===== src/rtl/qk_seq_ctrl.sv =====
// Q/K tile sequencer: loads K rows into the array, waits a fixed gap, streams Q rows
// through execute, then drains the output FIFO before signalling done.
module qk_seq_ctrl #(
    parameter int col        = 8,
    parameter int addr_bw    = 4,
    parameter int gap_cycles = 10
) (
    input  logic               clk,
    input  logic               reset,
    input  logic               start,
    input  logic               abort,
    input  logic [addr_bw:0]   num_q,
    input  logic [addr_bw:0]   num_k,
    input  logic               ofifo_valid,
    input  logic               out_ready,
    output logic [addr_bw-1:0] qkmem_add,
    output logic               kmem_rd,
    output logic               qmem_rd,
    output logic               load,
    output logic               execute,
    output logic               ofifo_rd,
    output logic               busy,
    output logic               done,
    output logic               err
);

    localparam int CW = addr_bw + 1;
    localparam logic [CW-1:0] ONE   = CW'(1);
    localparam logic [CW-1:0] Q_MAX = CW'(1 << addr_bw);
    localparam logic [CW-1:0] K_MAX = CW'(col);
    localparam logic [7:0] GAP_LAST = (gap_cycles > 0) ? 8'(gap_cycles - 1) : 8'd0;

    typedef enum logic [3:0] {
        IDLE,
        LD_PRE,
        LD,
        LD_TAIL,
        GAP,
        EX,
        EX_TAIL,
        DRAIN,
        FIN
    } state_t;

    state_t        state, state_nxt;
    logic [CW-1:0] cnt, cnt_nxt;
    logic [CW-1:0] pop_cnt, pop_cnt_nxt;
    logic [CW-1:0] nq, nq_nxt;
    logic [CW-1:0] nk, nk_nxt;
    logic [7:0]    gap_cnt, gap_cnt_nxt;
    logic          err_q, err_nxt;
    logic          req_legal;
    logic          pop_fire;

    assign req_legal = (num_q != '0) && (num_q <= Q_MAX) &&
                       (num_k != '0) && (num_k <= K_MAX);

    // The only output allowed to follow inputs combinationally: a pop needs both sides ready.
    assign pop_fire = (state == DRAIN) && ofifo_valid && out_ready;

    always_comb begin
        state_nxt   = state;
        cnt_nxt     = cnt;
        pop_cnt_nxt = pop_cnt;
        nq_nxt      = nq;
        nk_nxt      = nk;
        gap_cnt_nxt = gap_cnt;
        err_nxt     = 1'b0;
        case (state)
            IDLE: begin
                if (start) begin
                    if (req_legal) begin
                        state_nxt   = LD_PRE;
                        nq_nxt      = num_q;
                        nk_nxt      = num_k;
                        cnt_nxt     = '0;
                        pop_cnt_nxt = '0;
                        gap_cnt_nxt = '0;
                    end else begin
                        err_nxt = 1'b1;
                    end
                end
            end
            LD_PRE: begin
                state_nxt = LD;
                cnt_nxt   = '0;
            end
            LD: begin
                if (cnt == nk - ONE) begin
                    state_nxt = LD_TAIL;
                    cnt_nxt   = '0;
                end else begin
                    cnt_nxt = cnt + ONE;
                end
            end
            LD_TAIL: begin
                cnt_nxt     = '0;
                gap_cnt_nxt = '0;
                if (gap_cycles == 0) begin
                    state_nxt = EX;
                end else begin
                    state_nxt = GAP;
                end
            end
            GAP: begin
                if (gap_cnt == GAP_LAST) begin
                    state_nxt = EX;
                    cnt_nxt   = '0;
                end else begin
                    gap_cnt_nxt = gap_cnt + 8'd1;
                end
            end
            EX: begin
                if (cnt == nq - ONE) begin
                    state_nxt = EX_TAIL;
                    cnt_nxt   = '0;
                end else begin
                    cnt_nxt = cnt + ONE;
                end
            end
            EX_TAIL: begin
                state_nxt   = DRAIN;
                pop_cnt_nxt = '0;
            end
            DRAIN: begin
                if (pop_fire) begin
                    pop_cnt_nxt = pop_cnt + ONE;
                    if (pop_cnt + ONE == nq) begin
                        state_nxt = FIN;
                    end
                end
            end
            FIN: begin
                state_nxt = IDLE;
            end
            default: begin
                state_nxt = IDLE;
            end
        endcase
        // Abort wins over every other transition; the counters are reloaded on the next start.
        if (abort && (state != IDLE)) begin
            state_nxt = IDLE;
        end
    end

    always_ff @(posedge clk) begin
        if (reset) begin
            state   <= IDLE;
            cnt     <= '0;
            pop_cnt <= '0;
            nq      <= '0;
            nk      <= '0;
            gap_cnt <= '0;
            err_q   <= 1'b0;
        end else begin
            state   <= state_nxt;
            cnt     <= cnt_nxt;
            pop_cnt <= pop_cnt_nxt;
            nq      <= nq_nxt;
            nk      <= nk_nxt;
            gap_cnt <= gap_cnt_nxt;
            err_q   <= err_nxt;
        end
    end

    always_comb begin
        qkmem_add = '0;
        kmem_rd   = 1'b0;
        qmem_rd   = 1'b0;
        load      = 1'b0;
        execute   = 1'b0;
        case (state)
            LD_PRE: begin
                load = 1'b1;
            end
            LD: begin
                load      = 1'b1;
                kmem_rd   = 1'b1;
                qkmem_add = cnt[addr_bw-1:0];
            end
            LD_TAIL: begin
                load = 1'b1;
            end
            EX: begin
                execute   = 1'b1;
                qmem_rd   = 1'b1;
                qkmem_add = cnt[addr_bw-1:0];
            end
            default: begin
            end
        endcase
    end

    assign ofifo_rd = pop_fire;
    assign busy     = (state != IDLE);
    assign done     = (state == FIN);
    assign err      = err_q;

endmodule


===== config.mk =====
export PLATFORM = sky130hd
export DESIGN_NAME = qk_seq_ctrl
export DESIGN_NICKNAME = d
export VERILOG_FILES = /design/src/rtl/qk_seq_ctrl.sv
export SDC_FILE = /design/constraint.sdc
export NUM_CORES = 1
export LEC_CHECK = 0
export CELL_PAD_IN_SITES_DETAIL_PLACEMENT = 1
export CELL_PAD_IN_SITES_GLOBAL_PLACEMENT = 1
export CORE_UTILIZATION = 44
export DETAILED_ROUTE_END_ITERATION = 10
export PLACE_DENSITY = 0.89
export SYNTH_ARGS = -nofsm -noshare
export SYNTH_HDL_FRONTEND = slang
export SYNTH_SLANG_ARGS = --single-unit

===== constraint.sdc =====
create_clock -name clk -period 6.2 [get_ports clk]
set_input_delay 1.86 -clock clk [delete_from_list [all_inputs] [get_ports clk]]
set_output_delay 1.86 -clock clk [all_outputs]
set_load 0.05 [all_outputs]

Run 1, pin placement:
Scale: 6 px per µm. Pins as bars across the die edge, other pins in grey.
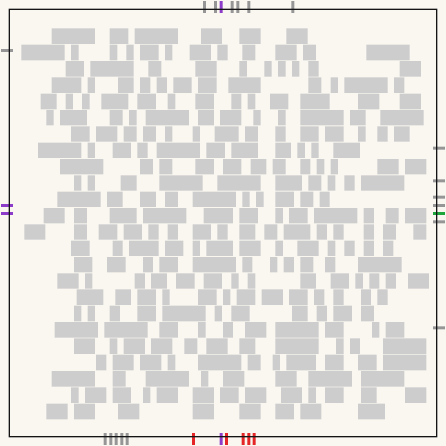
Key: purple = `qkmem_add` [pins 4, direction output, edge 2 left, 1 top, 1 bottom]; green = `ofifo_valid` [pins 1, direction input, edge right]; red = `num_q` [pins 5, direction input, edge bottom]
horizontal die size: 71.00 µm
vertical die dimension: 71.00 µm
IO Port Bufs: 27

Run 1, clock routing:
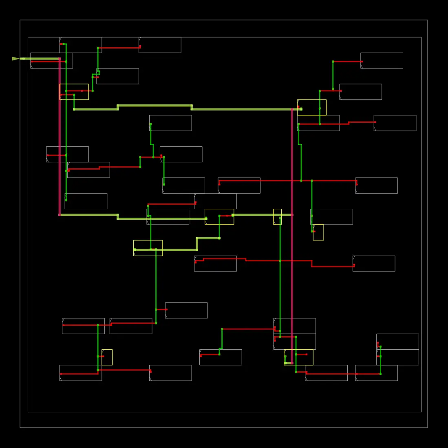
clock group total power: 164 µW
Late-Pin Clk Latency: 0.30 ns
clock buffers created by TritonCTS: 5
Clock Skews: 0.007688 ns
sequential cell count: 33

Run 1, cells coloured by class:
Scale: 4 px per µm.
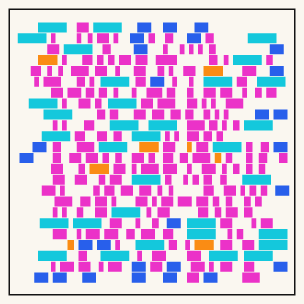
Key: orange = clock drivers and dummy loads [cells 8, share of their area 3.5%]; blue = remaining buffers and delay cells [cells 27, share of their area 11%]; cyan = registers [cells 33, share of their area 28%]; magenta = remaining logic cells [cells 205, share of their area 57%]
number of standard-cell rows in the floorplan: 24
sequential fraction of total cell area: 27.01%
end-of-flow core utilization: 54.67%
core area: 0.004474 mm²

==> run 1: worst max-delay path, cell delays in order <==
cell	delay [ns]
sky130_fd_sc_hd__clkdlybuf4s50_1	0.45
sky130_fd_sc_hd__and2_0	0.14
sky130_fd_sc_hd__nor2b_1	0.32
sky130_fd_sc_hd__clkdlybuf4s50_1	0.87
==> run 1: registers in the layout, indices dropped and copies added, names as in the netlist <==
signal,count
cnt,5
err,1
gap_cnt,8
nk,5
nq,5
pop_cnt,5
state,4
==> run 1: cells by family after synthesis <==
family	synth area share, %
and+or+nand+nor	25.99
AOI/OAI and AO/OA	17.98
DFF	31.54
xor gates and xnor gates	11.71
buffers and inverters	4.421
muxes	4.779
adders and majority gates	3.584
==> run 1: worst min path at each step <==
| stage | to | cells after the start |
|---|---|---|
| final | nk[4] | 1 |
| after global routing | nk[4] | 1 |
| after CTS | nk[4] | 1 |
| after detailed placement | nk[4] | 1 |
| after global placement | gap_cnt[7] | 2 |
| after floorplan | gap_cnt[7] | 2 |
==> run 1: stage by stage <==
| stage | instances | total power [µW] | setup WS (ns) |
|---|---|---|---|
| 2_1_floorplan | 254 | 501.3 | 1.507 |
| 3_3_place_gp | 317 | 582.7 | 0.7361 |
| 3_5_place_dp | 317 | 591.8 | 0.6730 |
| 4_1_cts | 325 | 758.6 | 0.6655 |
| 5_1_grt | 325 | 803.9 | 0.5900 |
| 6_report | 325 | 751.7 | 0.6980 |
==> run 1: layout make-up <==
cell class                 count  area [µm²]  share of cell area [%]
inverter                       7       26.28                   1.074
clock inverter                 2       10.01                  0.4092
sequential                    33       660.6                   27.01
clock buffer                   6       72.57                   2.967
timing repair buffer          27       270.3                   11.05
multi-input combinational    198        1341                   54.83
tap                           52       65.06                   2.660
==> run 1: placed cells by master (no fill, tap or decap), types with 3 or more instances in the layout <==
master | Yosys | final
sky130_fd_sc_hd__a211oi_1 | 3 | 3
sky130_fd_sc_hd__ha_1 | 6 | 6
sky130_fd_sc_hd__a22oi_1 | 5 | 5
sky130_fd_sc_hd__clkbuf_8 | 0 | 5
sky130_fd_sc_hd__o21ai_0 | 8 | 8
sky130_fd_sc_hd__mux2i_1 | 10 | 10
sky130_fd_sc_hd__nand2_1 | 14 | 14
sky130_fd_sc_hd__nor2b_1 | 5 | 5
sky130_fd_sc_hd__nor2_1 | 33 | 33
sky130_fd_sc_hd__a21oi_1 | 8 | 8
sky130_fd_sc_hd__dfxtp_1 | 33 | 33
sky130_fd_sc_hd__xnor2_1 | 19 | 19
sky130_fd_sc_hd__nor4_1 | 5 | 5
sky130_fd_sc_hd__nor3_1 | 12 | 12
sky130_fd_sc_hd__o2111ai_1 | 3 | 3
sky130_fd_sc_hd__xor2_1 | 9 | 9
sky130_fd_sc_hd__nand2b_1 | 3 | 3
sky130_fd_sc_hd__nand3_1 | 8 | 8
sky130_fd_sc_hd__clkdlybuf4s50_1 | 0 | 27
sky130_fd_sc_hd__nor3b_1 | 3 | 3
sky130_fd_sc_hd__a311oi_1 | 3 | 3
sky130_fd_sc_hd__inv_1 | 6 | 6
==> flow_metrics.tcl, run 1 <==
# implementation run metrics
set metrics [dict create \
    top_usage_layer "met2" \
    layout-drive-gt1-share_pct 7.326 \
    postSynthCellCount 254 \
    grt_usage_pct 24.51 \
    synth_top_area_share_pct 31.54 \
    yosysWarnings 0 \
    critPathKind "input port to output port" \
    worst-path-max-fanout 5 \
    clock_path_buffers 2 \
    crit_path_end "ofifo_rd" \
    met3_wirelength_um 170 \
    post_drt_via_cell_ratio 5.932 \
    finalCriticalPeriod_ns 5.502 \
    syn-cell-area_mm2 0.002095 \
    final-max-slew-violation-count 0 \
    postSynth.asyncResetShare_pct 0 \
    final_net_count 294 \
    post_synth_most_frequent_cells "33 x sky130_fd_sc_hd__dfxtp_1, 33 x sky130_fd_sc_hd__nor2_1, 19 x sky130_fd_sc_hd__xnor2_1" \
    post_cts_resize_count 0 \
    postSynthAreaPerCell_um2 8.246 \
    topRoutingLayerUsed "met4" \
    synth_top_flop_cell "sky130_fd_sc_hd__dfxtp_1" \
    p_sw_share_pct 43.20 \
    io_pins 28 \
    warning_count 27 \
    met3_usage_pct 6.410 \
    drv_cap 0 \
    detailroute.via_count 1928 \
    maxSlewHeadroom_pct 33.12 \
    ys_top_cells_by_area "sky130_fd_sc_hd__dfxtp_1 32%, sky130_fd_sc_hd__xnor2_1 7.9%, sky130_fd_sc_hd__nor2_1 5.9%" \
    finalWeightedCongestion 0.7747 \
    enable_flop_cells 0 \
    ys_types 58 \
    timing.reg2reg.setup_slack_ns 3.92 \
    startpoint "ofifo_valid" \
    postRouteWirelength_um 5495 \
    end_kind "output port" \
    outcome "complete, no violations" \
    worst_hold_startpoint "nk[4]" \
    timing_hold_violations_final 0 \
    groute.layer.met2.usage_pct 41.03 \
    grt_pass1_vias 1950 \
    r2r_start "gap_cnt[0]" \
    comb_power_uw 321 \
    power.sequential.total_uw 267 \
]
## Run 2: what changed since run 1
--- a/config.mk
+++ b/config.mk
@@ -10,6 +10,7 @@
 export CORE_UTILIZATION = 44
 export DETAILED_ROUTE_END_ITERATION = 10
 export PLACE_DENSITY = 0.89
+export SKIP_LAST_GASP = 1
 export SYNTH_ARGS = -nofsm -noshare
 export SYNTH_HDL_FRONTEND = slang
 export SYNTH_SLANG_ARGS = --single-unit
==> flow_metrics.tcl, run 2 <==
# implementation run metrics
set metrics [dict create \
    power_frac_clock_pct 21.9 \
    worst_ep_arrival_time_ns 3.64 \
    worst-path-max-fanout 5 \
    fmax_achieved_mhz 181.8 \
    core_area_mm2 0.004474 \
    layout_setup_ws_ns 0.6980 \
    max_reg_flops 8 \
    finalWeightedCongestion 0.7747 \
    htreeDepth 2 \
    synth.largest_area_cell "sky130_fd_sc_hd__dfxtp_1" \
    r2r_start "gap_cnt[0]" \
    enable_flop_cells 0 \
    critPathKind "input port to output port" \
    clock_tree.root_cell "sky130_fd_sc_hd__clkbuf_8" \
    cpMostUsedCell "sky130_fd_sc_hd__clkdlybuf4s50_1" \
    clkTransAtPathRegs_ns 0.07 \
    setup_violations 0 \
    postSynthAreaPerCell_um2 8.246 \
    post_drt_via_cell_ratio 5.932 \
    ys_top_cells_by_area "sky130_fd_sc_hd__dfxtp_1 32%, sky130_fd_sc_hd__xnor2_1 7.9%, sky130_fd_sc_hd__nor2_1 5.9%" \
    timing.critical_path.cells "clkdlybuf4s50_1 > and2_0 > nor2b_1 > clkdlybuf4s50_1" \
    std_cell_rows 24 \
    min_delay_worst_endpoint "nk[4]" \
    seqPwrFrac_pct 35.5 \
    synthToLayoutAreaGrowth_pct 16.79 \
    layout.filler_cells 540 \
    clk_latency_ns 0.30 \
    ys_cells 254 \
    post_synth_most_frequent_cells "33 x sky130_fd_sc_hd__dfxtp_1, 33 x sky130_fd_sc_hd__nor2_1, 19 x sky130_fd_sc_hd__xnor2_1" \
    timing.reg2reg.setup_slack_ns 3.92 \
    grt_pass1_vias 1950 \
    comb_power_share_pct 42.7 \
    ys_types 58 \
    worstHoldPathCells 1 \
    detail_route.first_pass.iterations 6 \
    io_pins 28 \
    syn-cell-area_mm2 0.002095 \
    critical-path-slowest-cell "sky130_fd_sc_hd__clkdlybuf4s50_1" \
    synth_top_area_share_pct 31.54 \
    finalCriticalPeriod_ns 5.502 \
    outcome "complete, no violations" \
    critPathMaxStageDelay_ns 0.87 \
    die_area_mm2 0.005040 \
    period_used_pct 88.74 \
    final.setup_skew_ns 0.007688 \
    first_pass_grt_wire_length_um 9604 \
    max_slew.worst_pin.slew_ns 1.000 \
    end_kind "output port" \
    worst_hold_startpoint "nk[4]" \
    final_net_count 294 \
    postSynth.asyncResetShare_pct 0 \
    die_y_um 71.00 \
    worstPathRequired_ns 4.34 \
    floorplan.die.width_um 71.00 \
    timing_hold_violations_final 0 \
    warning_count 27 \
    layoutNonFillerInstCount 325 \
    drv_cap 0 \
    clock_path_buffers 2 \
    ys_seq_share_pct 31.54 \
    globalRouteOverflowTotal 0 \
    power_density_mw_per_mm2 307.3 \
    hpwl_um 3946 \
    final-max-slew-violation-count 0 \
    numPlacedInstances 317 \
    layout_top_cells "33 x sky130_fd_sc_hd__nor2_1, 33 x sky130_fd_sc_hd__dfxtp_1, 27 x sky130_fd_sc_hd__clkdlybuf4s50_1" \
    port_buffers 27 \
    synth_top_flop_cell "sky130_fd_sc_hd__dfxtp_1" \
    preCtsSetupSlack_ns 0.6730 \
    post_cts_resize_count 0 \
    postSynthCellCount 254 \
    regMostFlops "gap_cnt" \
    power.static_leakage_uw 0.0009023 \
    maxSlewHeadroom_pct 33.12 \
    total_power_uw 751.7 \
    p_sw_share_pct 43.20 \
    hold_path.class "register to register" \
    initCoreUtil_pct 46.81 \
    yosysWarnings 0 \
    layout-drive-gt1-share_pct 7.326 \
    cts_made_buffers 5 \
]
==> run 2: cell counts in the layout (fill, tap and decap cells not counted) <==
Identical to the previous run, type by type.
==> run 2: cell type report <==
cell class	instances	area (µm²)	share of cell area (%)
clock inverter	2	10.01	0.4092
inverter	7	26.28	1.074
timing repair buffer	27	270.3	11.05
clock buffer	6	72.57	2.967
sequential	33	660.6	27.01
multi-input combinational	198	1341	54.83
tap	52	65.06	2.660
==> run 2: logic make-up after synthesis <==
family / synth area share (%)
buffers and inverters: 4.421
adder cells (fa/ha/maj): 3.584
flip-flops: 31.54
XOR/XNOR: 11.71
AND-OR/OR-AND: 17.98
multiplexers: 4.779
AND/OR/NAND/NOR: 25.99
==> run 2: how the worst max path moves through the flow <==
stage	startpoint	end	slack [ns]	cells past startpoint
after floorplan	out_ready	ofifo_rd	1.51	2
after global placement	out_ready	ofifo_rd	0.74	4
after detailed placement	ofifo_valid	ofifo_rd	0.67	4
after CTS	ofifo_valid	ofifo_rd	0.67	4
after global routing	out_ready	ofifo_rd	0.59	4
final	ofifo_valid	ofifo_rd	0.70	4
==> run 2: worst max-delay path: cells and delay by family <==
family / cells / cell delay, ns
buffers and inverters: 2 / 1.32
and+or+nand+nor: 2 / 0.46
==> run 2: through the flow <==
step / cell area (µm²) / hold slack [ns] / utilization (%)
after global routing: 2446 / 0.5599 / 54.67
after CTS: 2446 / 0.5290 / 54.67
after detailed placement: 2364 / 0.5131 / 52.82
final: 2446 / 0.5264 / 54.67
after global placement: 2364 / 0.5029 / 52.82
after floorplan: 2095 / 0.4774 / -
==> run 2: metal layers <==
| layer | up-vias | GRT usage [%] | wire length, µm |
|---|---|---|---|
| met5 | - | 0 | 0 |
| met4 | 0 | 8.444 | 112 |
| met3 | 9 | 6.410 | 170 |
| met2 | 33 | 41.03 | 2648 |
| met1 | 941 | 30.51 | 2564 |
| li1 | 945 | - | - |
==> run 2: power by group through the flow <==
| stage | sequential (µW) | combinational [µW] | clock [µW] |
|---|---|---|---|
| final | 267 | 321 | 164 |
| after global routing | 272 | 354 | 177 |
| after CTS | 266 | 324 | 169 |
| after detailed placement | 271 | 321 | 0 |
| after global placement | 270 | 312 | 0 |
| after floorplan | 253 | 249 | 0 |
Run 2, clock routing:
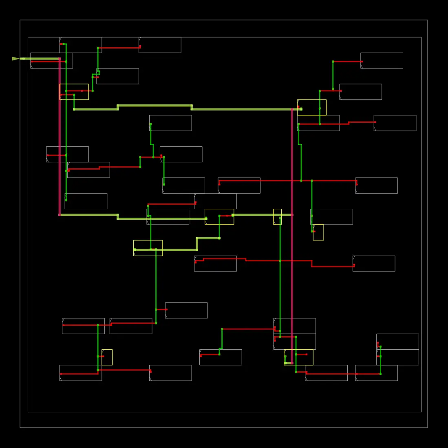
Layout clock buffers: 6
clk sink count: 33

Run 2, metal layers overlaid:
Scale: 4 px per µm.
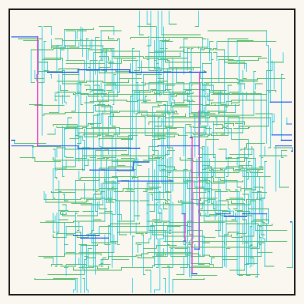
Key: magenta = M4 [wire length 112 µm]; green = M1 [wire length 2560 µm]; cyan = M2 [wire length 2650 µm]; blue = M3 [wire length 170 µm]
vias post-DR: 1928
all-layer global routing usage: 24.51%
Routed Wire Length: 5495 µm
routed len/inst: 16.91 µm

Power and IR drop assume default switching activity.
